## src/rtl/rv32imac_lsu.sv

```systemverilog
// rv32imac_lsu: load/store unit bridging core requests to a granted, single-beat memory bus.
// Define LSU_MISALIGNED_EN to split boundary-crossing accesses into two beats; otherwise misaligned accesses fault.
package rv32imac_lsu_pkg;
  typedef enum logic [1:0] {NONE = 2'd0, LOAD = 2'd1, STORE = 2'd2, FENCE = 2'd3} mem_op_t;
endpackage

module rv32imac_lsu
  import rv32imac_lsu_pkg::*;
#(
  parameter int unsigned XLEN = 32,
  parameter int unsigned AW   = 32
) (
  input  logic              clk,
  input  logic              rst_n,
  input  logic              req_valid,
  output logic              req_ready,
  input  mem_op_t           req_op,
  input  logic [1:0]        req_width,
  input  logic              req_unsigned,
  input  logic [AW-1:0]     req_addr,
  input  logic [XLEN-1:0]   req_wdata,
  output logic              rsp_valid,
  output logic [XLEN-1:0]   rsp_rdata,
  output logic              rsp_err,
  output logic              mem_req,
  output logic              mem_we,
  output logic [AW-1:0]     mem_addr,
  output logic [XLEN/8-1:0] mem_be,
  output logic [XLEN-1:0]   mem_wdata,
  input  logic              mem_gnt,
  input  logic              mem_rvalid,
  input  logic [XLEN-1:0]   mem_rdata
);
  localparam int unsigned NB  = XLEN / 8;
  localparam int unsigned OW  = $clog2(NB);
  localparam int unsigned NB2 = 2 * NB;
  localparam int unsigned XL2 = 2 * XLEN;

  typedef enum logic [2:0] {IDLE, REQ0, WAIT0, REQ1, WAIT1, RESP} state_t;

  state_t            r_state;
  logic              r_mem_req, r_mem_we, r_rsp_valid, r_rsp_err;
  logic [AW-1:0]     r_mem_addr;
  logic [NB-1:0]     r_mem_be, r_be_hi;
  logic [XLEN-1:0]   r_mem_wdata, r_wd_hi, r_rd0, r_rsp_rdata;
  logic [OW-1:0]     r_off;
  logic [3:0]        r_size;
  logic              r_uns, r_load, r_split;

  logic [3:0]        w_size, w_offx;
  logic              w_err, w_split;
  logic [NB2-1:0]    w_be_full;
  logic [XLEN-1:0]   w_wmask;
  logic [XL2-1:0]    w_wfull;
  logic [AW-1:0]     w_base;
  logic [XL2-1:0]    w_pair;
  logic [XLEN-1:0]   w_ld;
  logic              w_sign;

  // Both beats' lanes are computed up front as one double-width window shifted by the byte offset.
  always_comb begin
    w_size    = 4'd1 << req_width;
    w_offx    = 4'(req_addr[OW-1:0]);
    w_be_full = NB2'((16'd1 << w_size) - 16'd1) << w_offx;
    w_wmask   = '0;
    for (int unsigned i = 0; i < NB; i++)
      if (i < 32'(w_size)) w_wmask[8*i +: 8] = 8'hFF;
    w_wfull   = {{XLEN{1'b0}}, req_wdata & w_wmask} << {w_offx, 3'b000};
    w_base    = {req_addr[AW-1:OW], {OW{1'b0}}};
`ifdef LSU_MISALIGNED_EN
    w_err     = (XLEN == 32) && (req_width == 2'd3);
    w_split   = (5'(w_offx) + 5'(w_size)) > 5'(NB);
`else
    w_err     = ((XLEN == 32) && (req_width == 2'd3)) ||
                ((w_offx & (w_size - 4'd1)) != 4'd0);
    w_split   = 1'b0;
`endif
  end

  always_comb begin
    w_pair = (r_state == WAIT1) ? {mem_rdata, r_rd0} : {{XLEN{1'b0}}, mem_rdata};
    w_ld   = XLEN'(w_pair >> {r_off, 3'b000});
    w_sign = 1'b0;
    for (int unsigned i = 0; i < NB; i++)
      if (i + 1 == 32'(r_size)) w_sign = w_ld[8*i+7] & ~r_uns;
    for (int unsigned i = 0; i < NB; i++)
      if (i >= 32'(r_size)) w_ld[8*i +: 8] = {8{w_sign}};
    if (!r_load) w_ld = '0;
  end

  always_ff @(posedge clk or negedge rst_n) begin
    if (!rst_n) begin
      r_state     <= IDLE;
      r_mem_req   <= 1'b0;
      r_mem_we    <= 1'b0;
      r_mem_addr  <= '0;
      r_mem_be    <= '0;
      r_mem_wdata <= '0;
      r_be_hi     <= '0;
      r_wd_hi     <= '0;
      r_rd0       <= '0;
      r_rsp_valid <= 1'b0;
      r_rsp_err   <= 1'b0;
      r_rsp_rdata <= '0;
      r_off       <= '0;
      r_size      <= 4'd1;
      r_uns       <= 1'b0;
      r_load      <= 1'b0;
      r_split     <= 1'b0;
    end else begin
      r_rsp_valid <= 1'b0;
      case (r_state)
        IDLE: if (req_valid) begin
          r_rsp_err   <= 1'b0;
          r_rsp_rdata <= '0;
          if ((req_op == LOAD || req_op == STORE) && !w_err) begin
            r_mem_req   <= 1'b1;
            r_mem_we    <= (req_op == STORE);
            r_mem_addr  <= w_base;
            r_mem_be    <= w_be_full[NB-1:0];
            r_mem_wdata <= w_wfull[XLEN-1:0];
            r_be_hi     <= w_be_full[NB2-1:NB];
            r_wd_hi     <= w_wfull[XL2-1:XLEN];
            r_off       <= req_addr[OW-1:0];
            r_size      <= w_size;
            r_uns       <= req_unsigned;
            r_load      <= (req_op == LOAD);
            r_split     <= w_split;
            r_state     <= REQ0;
          end else begin
            r_rsp_err   <= (req_op == LOAD || req_op == STORE);
            r_rsp_valid <= 1'b1;
            r_state     <= RESP;
          end
        end
        REQ0: if (mem_gnt) begin
          r_mem_req <= 1'b0;
          r_state   <= WAIT0;
        end
        WAIT0: if (mem_rvalid) begin
          if (r_split) begin
            r_rd0       <= mem_rdata;
            r_mem_req   <= 1'b1;
            r_mem_addr  <= r_mem_addr + AW'(NB);
            r_mem_be    <= r_be_hi;
            r_mem_wdata <= r_wd_hi;
            r_state     <= REQ1;
          end else begin
            r_rsp_rdata <= w_ld;
            r_rsp_valid <= 1'b1;
            r_state     <= RESP;
          end
        end
        REQ1: if (mem_gnt) begin
          r_mem_req <= 1'b0;
          r_state   <= WAIT1;
        end
        WAIT1: if (mem_rvalid) begin
          r_rsp_rdata <= w_ld;
          r_rsp_valid <= 1'b1;
          r_state     <= RESP;
        end
        default: r_state <= IDLE;
      endcase
    end
  end

  assign req_ready = (r_state == IDLE);
  assign rsp_valid = r_rsp_valid;
  assign rsp_rdata = r_rsp_rdata;
  assign rsp_err   = r_rsp_err;
  assign mem_req   = r_mem_req;
  assign mem_we    = r_mem_we;
  assign mem_addr  = r_mem_addr;
  assign mem_be    = r_mem_be;
  assign mem_wdata = r_mem_wdata;
endmodule

```

## config.mk

```make
export PLATFORM = sky130hd
export DESIGN_NAME = rv32imac_lsu
export DESIGN_NICKNAME = d
export VERILOG_FILES = /design/src/rtl/rv32imac_lsu.sv
export SDC_FILE = /design/constraint.sdc
export NUM_CORES = 1
export LEC_CHECK = 0
export CELL_PAD_IN_SITES_DETAIL_PLACEMENT = 0
export CELL_PAD_IN_SITES_GLOBAL_PLACEMENT = 2
export CORE_ASPECT_RATIO = 0.7
export CORE_MARGIN = 4
export CORE_UTILIZATION = 24
export DETAILED_ROUTE_END_ITERATION = 10
export HOLD_SLACK_MARGIN = 0.1
export PLACE_DENSITY_LB_ADDON = 0.1
export REMOVE_ABC_BUFFERS = 1
export SLEW_MARGIN = 15
export SYNTH_ARGS = -nofsm -noshare
export SYNTH_HDL_FRONTEND = slang
export SYNTH_SLANG_ARGS = --single-unit
```

## constraint.sdc

```tcl
create_clock -name clk -period 1.9 [get_ports clk]
set_clock_uncertainty 0.05 [all_clocks]
set_input_delay 0.38 -clock clk [delete_from_list [all_inputs] [get_ports clk]]
set_output_delay 0.38 -clock clk [all_outputs]
set_load 0.005 [all_outputs]
```

**Cells by drive strength**

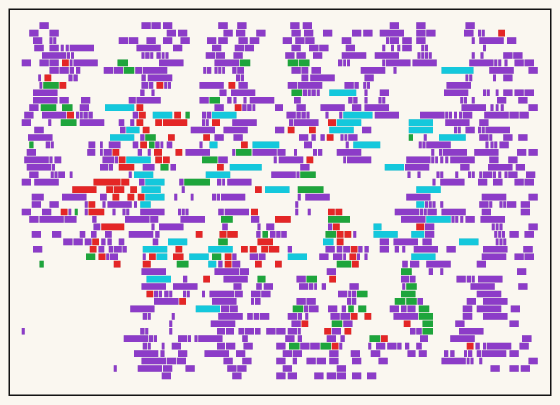
| color | size | cells |
|---|---|---|
| green | x2 | 52 |
| red | x3 and x4 | 92 |
| purple | x1 and smaller | 735 |
| cyan | x6 and larger | 44 |

**Signal wires by layer**

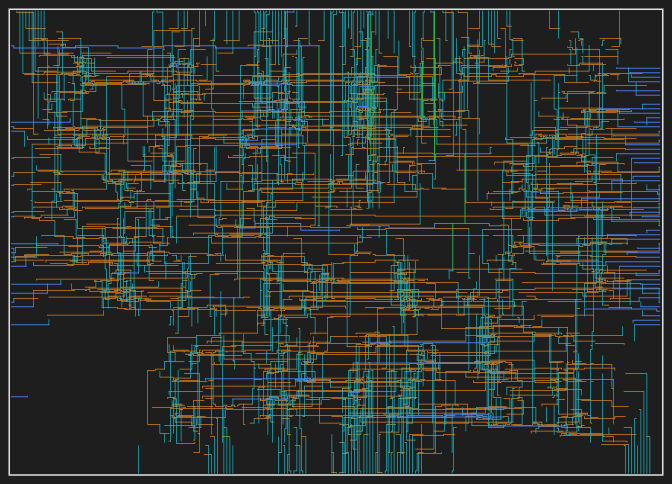
| color | layer | wire length |
|---|---|---|
| cyan | M2 | 9900 um |
| orange | M1 | 11300 um |
| blue | M3 | 1310 um |
| green | M4 | 394 um |

**Cells colored by class**

Fill, decap, tap and diode cells in gray.
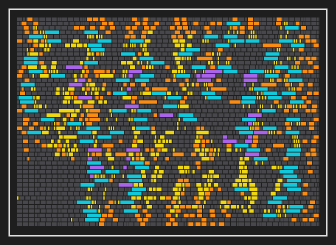
| color | class | cells | share of their area |
|---|---|---|---|
| orange | remaining buffers and delay cells | 299 | 32% |
| cyan | registers | 113 | 30% |
| purple | clock drivers and dummy loads | 32 | 6.4% |
| yellow | remaining logic cells | 479 | 32% |
final non-filler cell area: 0.00990 mm^2
Rows: 48
placeable core area: 0.0246 mm^2

[state kept, by name (all words and copies together) (netlist names)]
signal and cells:
rsp_valid 1, r_state 3, mem_be 4, r_uns 1, mem_wdata 32, r_size 4
mem_addr 30, r_load 1, rsp_rdata 32, mem_we 1, rsp_err 1, mem_req 1
r_off 2
[cell families after synthesis]
logic type,share of synthesized area
DFF,0.471
buffers and inverters,0.0452
other,0.000624
adders and majority gates,0.0144
and+or+nand+nor,0.205
AOI/OAI and AO/OA,0.159
xor gates and xnor gates,0.00563
muxes,0.100
[layout make-up]
cell class | instances | area (um^2)
inverter | 6 | 22.5
clock buffer | 19 | 453
sequential | 113 | 2830
clock inverter | 13 | 150
fill | 2423 | 14700
timing repair buffer | 299 | 3020
multi-input combinational | 473 | 3020
tap | 325 | 407
==> run summary <==
Summary of implementation figures.

Critical path
The delay contributed by the slowest stage of the critical path is 0.56 ns. The startpoint of the worst-slack reg-to-reg timing path is r_off[0]. At the worst endpoint, the arrival time is 2.16 ns.

The critical path class is reg -> reg. Per STA, the worst path is made up of mux4_2 > and3_4 > a21oi_4 > a21oi_4 > a221o_1. The critical register-to-register path endpoint is rsp_rdata[27].

Cells and area
The net count of the finished layout is 1022. The final non-filler cell total is 1248. The growth of design area from synthesis to finish is 64.8%.

Timing
The slew at the pin closest to its max-slew limit is 0.570 ns. The final setup violation count is 6. Per the timing report, the achievable frequency comes out to 522 MHz.

The final timing report lists a hold violation count of 0. The relative slew slack is 0.618. The final critical-path setup slack is -0.0163 ns.

Routing
The highest signal layer in the routed design is met4. The number of nets with antenna violations after detailed routing is 0.

Power
The switching share of power is 0.347. Power attributed to the clock group is 3.28 mW. Combinational cells consume a total of 5.95 mW. The power report attributes to the sequential group a share of 0.294.

The power attributed to sequential cells is 3.84 mW.

Status
The checks that failed: setup timing. The flow ran to the end, but the final reports show violations.

Synthesis
The post-synthesis cell count from yosys is 641.

Floorplanning
The chip area is 0.0277 mm^2.

Flow run
The count of warning messages emitted by the tools is 32.

Placement
Buffers placed on the I/O ports in this run total 208.
Power figures rest on the tool's default switching activity, not on a simulated workload.
